### src/rtl/cpu_pkg.sv
// cpu_pkg: shared types and default widths for the fetch/exec pipeline.
// Entry layout is instruction word followed by its PC.
package cpu_pkg;

    localparam int CPU_ADDR_BITS  = 8;
    localparam int CPU_INSTR_BITS = 16;
    localparam int CPU_FIFO_DEPTH = 4;

    typedef enum logic {
        S_RUN,
        S_REDIRECT
    } fetch_state_t;

    typedef struct packed {
        logic [CPU_INSTR_BITS-1:0] instr;
        logic [CPU_ADDR_BITS-1:0]  pc;
    } fetch_entry_t;

endpackage

### src/rtl/fetch_unit_if.sv
// fetch_unit_if: imem read port, instruction handshake and redirect bundle.
// master = fetch side, slave = memory/exec side.
interface fetch_unit_if #(
    parameter int ADDR_BITS  = 8,
    parameter int INSTR_BITS = 16
);
    logic                  imem_rd_en;
    logic [ADDR_BITS-1:0]  imem_addr;
    logic [INSTR_BITS-1:0] imem_rdata;
    logic                  instr_valid;
    logic                  instr_ready;
    logic [INSTR_BITS-1:0] instr_data;
    logic [ADDR_BITS-1:0]  instr_pc;
    logic                  redirect_valid;
    logic [ADDR_BITS-1:0]  redirect_pc;

    modport master (
        output imem_rd_en, imem_addr,
        input  imem_rdata,
        output instr_valid, instr_data, instr_pc,
        input  instr_ready,
        input  redirect_valid, redirect_pc
    );

    modport slave (
        input  imem_rd_en, imem_addr,
        output imem_rdata,
        input  instr_valid, instr_data, instr_pc,
        output instr_ready,
        output redirect_valid, redirect_pc
    );
endinterface

### src/rtl/fetch_unit_fifo.sv
// fetch_fifo: power-of-two prefetch buffer of fetch entries.
// flush empties it in one cycle and overrides push/pop.
module fetch_fifo
    import cpu_pkg::*;
#(
    parameter  int DEPTH = 4,
    localparam int PW    = $clog2(DEPTH),
    localparam int CW    = PW + 1
) (
    input  logic         clk,
    input  logic         reset,
    input  logic         push,
    input  fetch_entry_t push_data,
    input  logic         pop,
    input  logic         flush,
    output fetch_entry_t head,
    output logic [CW-1:0] count,
    output logic         full,
    output logic         empty
);
    fetch_entry_t  r_mem [DEPTH];
    logic [PW-1:0] r_wr_ptr;
    logic [PW-1:0] r_rd_ptr;
    logic [CW-1:0] r_count;

    always_ff @(posedge clk or posedge reset) begin
        if (reset) begin
            r_wr_ptr <= '0;
            r_rd_ptr <= '0;
            r_count  <= '0;
        end else if (flush) begin
            r_wr_ptr <= '0;
            r_rd_ptr <= '0;
            r_count  <= '0;
        end else begin
            if (push) r_wr_ptr <= r_wr_ptr + PW'(1);
            if (pop)  r_rd_ptr <= r_rd_ptr + PW'(1);
            r_count <= r_count + CW'(push) - CW'(pop);
        end
    end

    always_ff @(posedge clk) begin
        if (push && !flush) r_mem[r_wr_ptr] <= push_data;
    end

    assign head  = r_mem[r_rd_ptr];
    assign count = r_count;
    assign full  = (r_count == CW'(DEPTH));
    assign empty = (r_count == '0);
endmodule

### src/rtl/fetch_unit.sv
// fetch_unit: PC sequencing, epoch-tagged imem reads and prefetch buffer.
// Define FETCH_STATS_EN to add stall_cycles/redirect_count outputs.
module fetch_unit
    import cpu_pkg::*;
#(
    parameter int ADDR_BITS  = CPU_ADDR_BITS,
    parameter int INSTR_BITS = CPU_INSTR_BITS,
    parameter int FIFO_DEPTH = CPU_FIFO_DEPTH
) (
    input  logic        clk,
    input  logic        reset,
    fetch_unit_if.master bus
`ifdef FETCH_STATS_EN
    ,
    output logic [15:0] stall_cycles,
    output logic [15:0] redirect_count
`endif
);
    localparam int CW = $clog2(FIFO_DEPTH) + 1;

    fetch_state_t         r_state;
    logic [ADDR_BITS-1:0] r_pc;
    logic [ADDR_BITS-1:0] r_inflight_pc;
    logic                 r_inflight;
    logic                 r_inflight_epoch;
    logic                 r_epoch;

    logic [CW-1:0] w_count;
    logic          w_full;
    logic          w_empty;
    logic          w_issue;
    logic          w_capture;
    logic          w_pop;
    fetch_entry_t  w_head;
    fetch_entry_t  w_push_entry;

    // Credit counts the in-flight read so the buffer can never overflow.
    assign w_issue = !reset && (r_state == S_RUN) && !bus.redirect_valid
                   && ((w_count + CW'(r_inflight)) < CW'(FIFO_DEPTH));
    assign w_capture = r_inflight && (r_inflight_epoch == r_epoch)
                     && !bus.redirect_valid;
    assign w_pop = bus.instr_valid && bus.instr_ready;
    assign w_push_entry = '{instr: bus.imem_rdata, pc: r_inflight_pc};

    always_ff @(posedge clk or posedge reset) begin
        if (reset) begin
            r_state          <= S_RUN;
            r_pc             <= '0;
            r_epoch          <= 1'b0;
            r_inflight       <= 1'b0;
            r_inflight_pc    <= '0;
            r_inflight_epoch <= 1'b0;
        end else begin
            r_inflight <= w_issue;
            if (w_issue) begin
                r_inflight_pc    <= r_pc;
                r_inflight_epoch <= r_epoch;
                r_pc             <= r_pc + ADDR_BITS'(1);
            end
            if (bus.redirect_valid) begin
                r_pc    <= bus.redirect_pc;
                r_epoch <= ~r_epoch;
                r_state <= S_REDIRECT;
            end else begin
                r_state <= S_RUN;
            end
        end
    end

    fetch_fifo #(
        .DEPTH(FIFO_DEPTH)
    ) u_fifo (
        .clk      (clk),
        .reset    (reset),
        .push     (w_capture && !w_full),
        .push_data(w_push_entry),
        .pop      (w_pop),
        .flush    (bus.redirect_valid),
        .head     (w_head),
        .count    (w_count),
        .full     (w_full),
        .empty    (w_empty)
    );

    assign bus.imem_rd_en  = w_issue;
    assign bus.imem_addr   = r_pc;
    assign bus.instr_valid = !w_empty;
    assign bus.instr_data  = w_empty ? '0 : w_head.instr;
    assign bus.instr_pc    = w_empty ? '0 : w_head.pc;

`ifdef FETCH_STATS_EN
    always_ff @(posedge clk or posedge reset) begin
        if (reset) begin
            stall_cycles   <= '0;
            redirect_count <= '0;
        end else begin
            if (bus.instr_ready && !bus.instr_valid && stall_cycles != 16'hFFFF)
                stall_cycles <= stall_cycles + 16'd1;
            if (bus.redirect_valid && redirect_count != 16'hFFFF)
                redirect_count <= redirect_count + 16'd1;
        end
    end
`endif
endmodule
### src/flat_wrapper.sv
// flat-port wrapper written by rule: the top's interface ports become plain ports
module fetch_unit_flat import cpu_pkg::*;
#(
    parameter int ADDR_BITS  = CPU_ADDR_BITS,
    parameter int INSTR_BITS = CPU_INSTR_BITS,
    parameter int FIFO_DEPTH = CPU_FIFO_DEPTH
)
  (clk, reset, bus_imem_rd_en, bus_imem_addr, bus_imem_rdata, bus_instr_valid, bus_instr_data, bus_instr_pc, bus_instr_ready, bus_redirect_valid, bus_redirect_pc);
  fetch_unit_if #(.ADDR_BITS(ADDR_BITS), .INSTR_BITS(INSTR_BITS)) bus_i ();
  input  logic clk;
  input  logic reset;
  output wire logic [$bits(bus_i.imem_rd_en)-1:0] bus_imem_rd_en;
  output wire logic [$bits(bus_i.imem_addr)-1:0] bus_imem_addr;
  input wire logic [$bits(bus_i.imem_rdata)-1:0] bus_imem_rdata;
  output wire logic [$bits(bus_i.instr_valid)-1:0] bus_instr_valid;
  output wire logic [$bits(bus_i.instr_data)-1:0] bus_instr_data;
  output wire logic [$bits(bus_i.instr_pc)-1:0] bus_instr_pc;
  input wire logic [$bits(bus_i.instr_ready)-1:0] bus_instr_ready;
  input wire logic [$bits(bus_i.redirect_valid)-1:0] bus_redirect_valid;
  input wire logic [$bits(bus_i.redirect_pc)-1:0] bus_redirect_pc;
  assign bus_imem_rd_en = bus_i.imem_rd_en;
  assign bus_imem_addr = bus_i.imem_addr;
  assign bus_i.imem_rdata = bus_imem_rdata;
  assign bus_instr_valid = bus_i.instr_valid;
  assign bus_instr_data = bus_i.instr_data;
  assign bus_instr_pc = bus_i.instr_pc;
  assign bus_i.instr_ready = bus_instr_ready;
  assign bus_i.redirect_valid = bus_redirect_valid;
  assign bus_i.redirect_pc = bus_redirect_pc;
  fetch_unit #(.ADDR_BITS(ADDR_BITS), .INSTR_BITS(INSTR_BITS), .FIFO_DEPTH(FIFO_DEPTH)) u_core (.clk(clk), .reset(reset), .bus(bus_i));
endmodule
### config.mk
export PLATFORM = sky130hd
export DESIGN_NAME = fetch_unit_flat
export DESIGN_NICKNAME = d
export VERILOG_FILES = /design/src/rtl/cpu_pkg.sv /design/src/rtl/fetch_unit_if.sv /design/src/rtl/fetch_unit_fifo.sv /design/src/rtl/fetch_unit.sv /design/src/flat_wrapper.sv
export SDC_FILE = /design/constraint.sdc
export NUM_CORES = 1
export LEC_CHECK = 0
export CAP_MARGIN = 15
export CORE_UTILIZATION = 40
export DETAILED_ROUTE_END_ITERATION = 12
export PLACE_DENSITY = 0.66
export RECOVER_POWER = 50
export SLEW_MARGIN = 20
export SYNTH_ARGS = -nofsm -noshare
export SYNTH_HDL_FRONTEND = slang
export SYNTH_SLANG_ARGS = --single-unit
### constraint.sdc
create_clock -name clk -period 3 [get_ports clk]
set_input_delay 0.6 -clock clk [delete_from_list [all_inputs] [get_ports clk]]
set_output_delay 0.6 -clock clk [all_outputs]
set_load 0.005 [all_outputs]
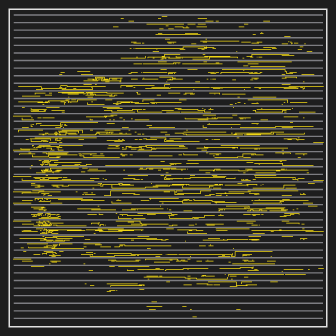
(M1 wires)
Supply wires on this layer in grey.
- longest straight run: 35.4 um
- nets with wire on the layer: 351
- main direction: horizontal
- share of all routed wire: 44%

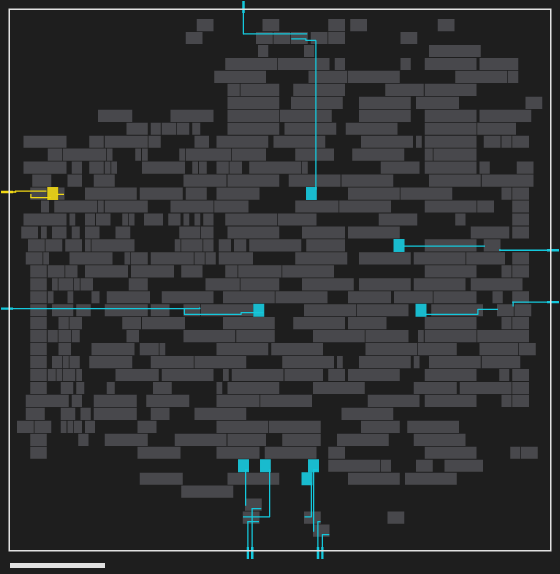
(I/O nets highlighted)
Bar = 20 um.
- bus_imem_rd_en: yellow (bits 1; direction output; end cells 1; buffers 1; wire 13.5 um)
- bus_instr_pc: cyan (bits 8; direction output; end cells 8; buffers 8; wire 238 um)

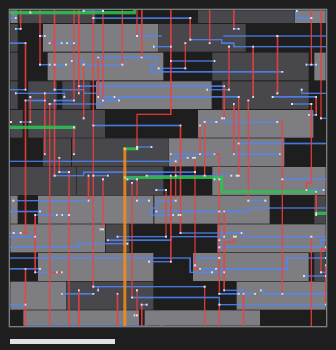
(close-up of the layout)
Bar = 10 um. Window x 42 to 72, y 42 to 72 um. Cells in grey, sequential cells in the stronger grey; small squares are vias.
- met4: orange
- met1: blue
- met3: green
- met2: red
- sequential cells in the window: 15
- cells with their middle in the window: 28
- most frequent: edfxtp_1 (15), mux4_2 (4), buf_4 (3)
- netlist names of flops here include: u_core.u_fifo.r_mem (15)

==> Changelog: implementation <==
### Physical design

* Status: completed
* Share of cells above drive strength 1 at roughly a fifth
* Yosys top cell by instances: edfxtp_1
* Die Size at 12800 sq um
* FP Rows at ~40
* Dominant cell area share at between 50% and 60%
* Clock Skew at 6.31 ps
* Cts bufs inserted at 17
* Compound-cell area share of the yosys netlist at between 2 and 2.5%
* Post-layout util at 53.3%
* Critical path required time at around 2400 ps
* Setup CP Type: flop to output port
* Global route overflow at 0
* Cell Type Count at 34
* Post-CTS sizing at 0
* Synthesized Nets at between 300 and 400
* Synth area leaders: edfxtp_1 (58%), dfrtp_1 (14%), mux4_2 (11%)
* Number of global-route vias before repair at 2752
* Syn Inst Count at approximately 270
* Pwr dens at 849 nW/um^2
* YS chip area at about 5000 sq um
* Commonest cells post-synth: edfxtp_1 (96), and2_1 (29), dfrtp_1 (27)
* Max cap viols at 0
* Clk_lat worst skew at 410 ps
* Ys async rst share at a little over a fifth
* Slew Viols, Final at 0
* First-pass GRT wire length at roughly 14 mm
* Tap Count at 168
* Clock sinks at about 120
* Via count at approximately 2600
* Seq/total area at a little under three fifths
* Final GP Congestion at between 0.7 and 0.8
* Setup Fix Bufs, Post-CTS at 0
* TritonCTS clock tree: yes
* Top cells excl fill/tap: edfxtp_1 (96), clkdlybuf4s50_1 (43), and2_1 (29)
* CP max FO at 26
* Static leakage at 0.00221 uW
* DRT antenna net count at 0
* CP max-delay cell: or3_2
* Min cycle time layout at around 2800 ps
* Comb gates at roughly 130
* Die Y at between 100 and 150 um
* Gr busiest metal: met2
* Non-clock buffering overhead at roughly an eighth
* I/O pins at a little over 60
* Fin nets at around 400
* Antenna fix cells at 0
* RSZ-0062 raised after global routing: no
* Post-Syn Area at 4960 sq um
* Flop Count at approximately 120
==> registers in the layout, summed over array words and instances, names as in the netlist <==
| signal | flops |
|---|---|
| u_core.u_fifo.r_mem | 96 |
| u_core.r_state | 1 |
| u_core.bus.imem_addr | 8 |
| u_core.r_inflight | 1 |
| u_core.u_fifo.count | 3 |
| u_core.r_inflight_epoch | 1 |
| u_core.u_fifo.r_wr_ptr | 2 |
| u_core.u_fifo.r_rd_ptr | 2 |
| u_core.r_epoch | 1 |
| u_core.r_inflight_pc | 8 |
==> worst paths after layout <==
kind | slack [ps] | to | cells after the start | startpoint
max | 180 | bus_instr_pc[2] | 4 | u_core.u_fifo.count[2]
min | 510 | u_core.r_epoch | 1 | u_core.r_epoch
max reg2reg | 650 | u_core.u_fifo.count[2] | 9 | u_core.u_fifo.count[2]
min reg2reg | 510 | u_core.r_epoch | 1 | u_core.r_epoch
max in group asynchronous | 1410 | u_core.r_inflight_pc[2] | 3 | reset
min in group asynchronous | 870 | u_core.bus.imem_addr[1] | 2 | reset
==> power breakdown <==
part | switching (uW) | internal (uW) | leakage, uW | total [uW]
clock network | 662 | 1210 | 0.000263 | 1870
logic | 540 | 876 | 0.000759 | 1420
registers | 143 | 2030 | 0.00119 | 2170
total | 1350 | 4110 | 0.00221 | 5450
==> per-stage QoR <==
step | hold WS [ps] | std cells | power (uW) | setup slack (ps) | instance area, sq um
finish | 506 | 538 | 5450 | 180 | 6430
global route | 531 | 538 | 5730 | 82.4 | 6430
CTS | 517 | 538 | 5550 | 130 | 6450
detailed placement | 507 | 507 | 3670 | 411 | 5900
global placement | 494 | 507 | 3640 | 422 | 5900
floorplan | 472 | 273 | 2930 | 608 | 4960
No activity file was given, so power comes from the tool's default toggle rates.
